==> config.mk <==
export PLATFORM = sky130hd
export DESIGN_NAME = debug_mode_state_tracker
export DESIGN_NICKNAME = d
export VERILOG_FILES = /design/src/rtl/debug_mode_pkg.sv /design/src/rtl/debug_csr_regs.sv /design/src/rtl/debug_mode_state_tracker.sv
export SDC_FILE = /design/constraint.sdc
export NUM_CORES = 1
export LEC_CHECK = 0
export CORE_AREA = 2 2 218 220
export CTS_BUF_LIST = sky130_fd_sc_hd__clkbuf_4
export DETAILED_ROUTE_END_ITERATION = 10
export DIE_AREA = 0 0 220 222
export MAX_ROUTING_LAYER = met4
export SETUP_SLACK_MARGIN = 0.3
export SYNTH_ARGS = -nofsm -noshare
export SYNTH_HDL_FRONTEND = slang
export SYNTH_SLANG_ARGS = --single-unit
==> constraint.sdc <==
create_clock -name clock -period 2.3 [get_ports clock]
set_clock_uncertainty 0.15 [all_clocks]
set_input_delay 0.23 -clock clock [delete_from_list [all_inputs] [get_ports clock]]
set_output_delay 0.23 -clock clock [all_outputs]
set_load 0.005 [all_outputs]
Figure 1. Routed clock nets over the placement.
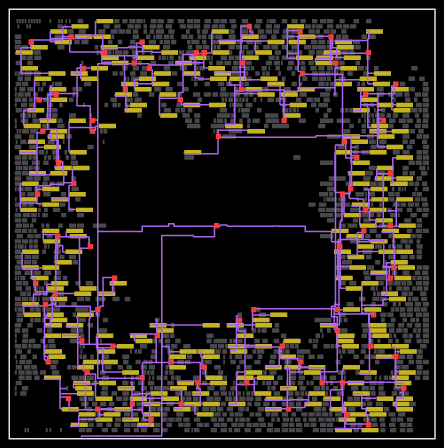
flip-flops -> yellow  # count 282
clock drivers -> red  # count 81
clock wires -> purple  # length 4,890 um
routed clock nets = 82
flops lie = widely spread
clock network power: 4.57 mW
Latency at later pin: 0.81 ns
Clk pwr share: 26.0%

Figure 2. Routing congestion map.
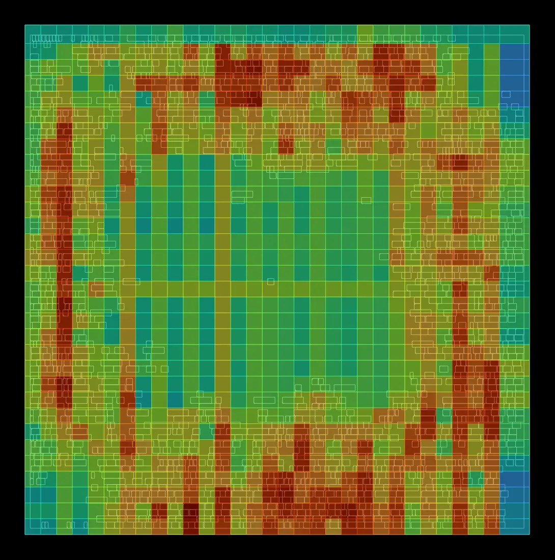
final cell utilization of the core: 45.68%
grt peak-use layer: met2

Figure 3. Selected gate families.
The bar under the picture is 50 um long.
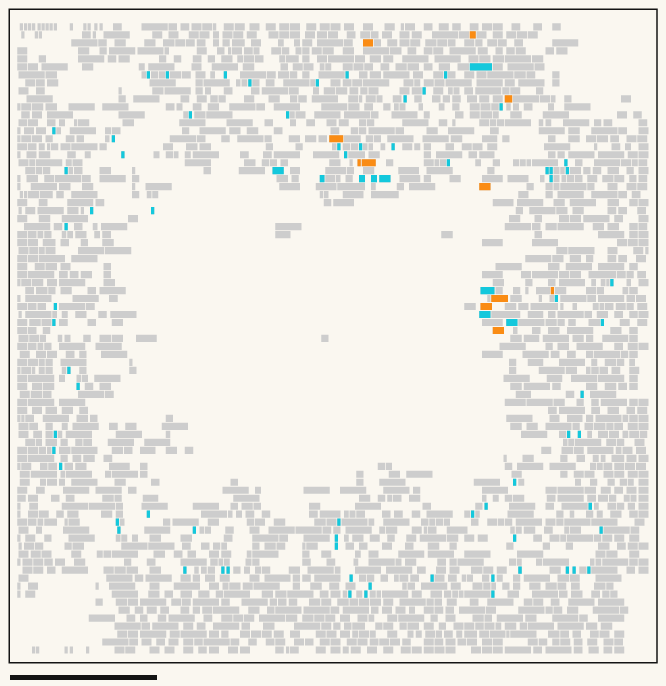
nor cells -> orange  # cells 11
nand cells -> cyan  # cells 78, where widely spread
logic share of the area: 22.42%
most numerous logic cell after layout: dfrtp_1
non-filler cells in the finished layout: 2,430

==> reports/results.tsv <==
stage	metric	value	unit
status	result of the run	completed	
final_layout	diodes inserted	3	
clocking	number of gates resized after CTS	311	
critical_path	endpoint type of the worst setup path	register	
routing	mean routed wirelength per cell	20.98	um
critical_path	CP Data Arrival Time	2.71	ns
final_layout	sequential portion of the cell area	33.42	%
routing	met2 layer wire length in the routed design	24980	um
critical_path	CP peak stage delay	0.43	ns
routing	Avg Vias per Cell	4.698	
logic_synthesis	fraction of registers with async set or reset after synthesis	100.0	%
routing	Highest Signal Layer	met4	
timing	final setup violation count	0	
timing	Tmin final	2.194	ns
routing	First DRT Iteration DRCs	591	
final_layout	most frequent logic cells in the routed design	dfrtp_1, dlygate4sd2_1, clkdlybuf4s50_1	
timing	worst-case setup margin in the final layout	0.1056	ns
die	Die Ht	222	um
global_routing	vias in the first global route	12100	
final_layout	logic area	4737	um2
power	total internal power	11.86	mW
logic_synthesis	combined area of all synthesized cells	12220	um2
critical_path	delay-heaviest family, CP	simple AND/OR/NAND/NOR gates	
logic_synthesis	register bit count reported by yosys	282	
final_layout	nonclk inv count	7	
die	well tap count	607	
power	cell leakage power	10.28	nW
final_layout	area added between synthesis and finish	72.89	%
clocking	Post-CTS Hold Fix Bufs	179	
final_layout	fraction of area in clock buffers and inverters	4.547	%
timing	RSZ-0062 raised after global routing	yes	
logic_synthesis	register area share after synthesis	57.75	%
hold_path	hold path cells	4	
final_layout	comb_multi_in	616	
clocking	number of levels in the clock H-tree	3	
global_routing	global-route wire length before repair	73780	um
power	switching portion of total power	32.47	%
placement	hpwl dp	33720	um
routing	drt total wl	50980	um
logic_synthesis	Commonest cells post-synth	dfrtp_1, mux2_2, nand2_1, a211oi_1, o22ai_1	
critical_path	slowest stage cell on the critical path	dfrtp_2	
routing	DRC violations left	0	
logic_synthesis	Post-synth EDFFs	0	
power	sequential group power	6.91	mW
routing	wire length on met3	3478	um
logic_synthesis	Yosys top cell by instances	dfrtp_1	
## metrics by stage
step                      area (um2)  total power [mW]  std cells  setup TNS (ns)  hold slack [ns]
after floorplan                12410             9.071       1031               0          -0.2156
after global placement         18190             13.09       2070         -0.3402           0.1074
after detailed placement       18190             13.20       2070        -0.01028           0.1078
after CTS                      20870             17.65       2414               0         0.002165
after global routing           21130             18.59       2430               0          0.03922
final                          21130             17.56       2430               0           0.1066
## cells by family (layout without fill, tap and decap cells)
family	count (synthesis)	count (layout)	share of synthesized area (%)
buffers and inverters	133	922	6.367
AOI/OAI and AO/OA	208	208	10.72
DFF	282	282	57.75
and+or+nand+nor	154	154	6.521
other	2	55	0.06144
muxes	202	202	18.58
No activity file was given, so power comes from the tool's default toggle rates.
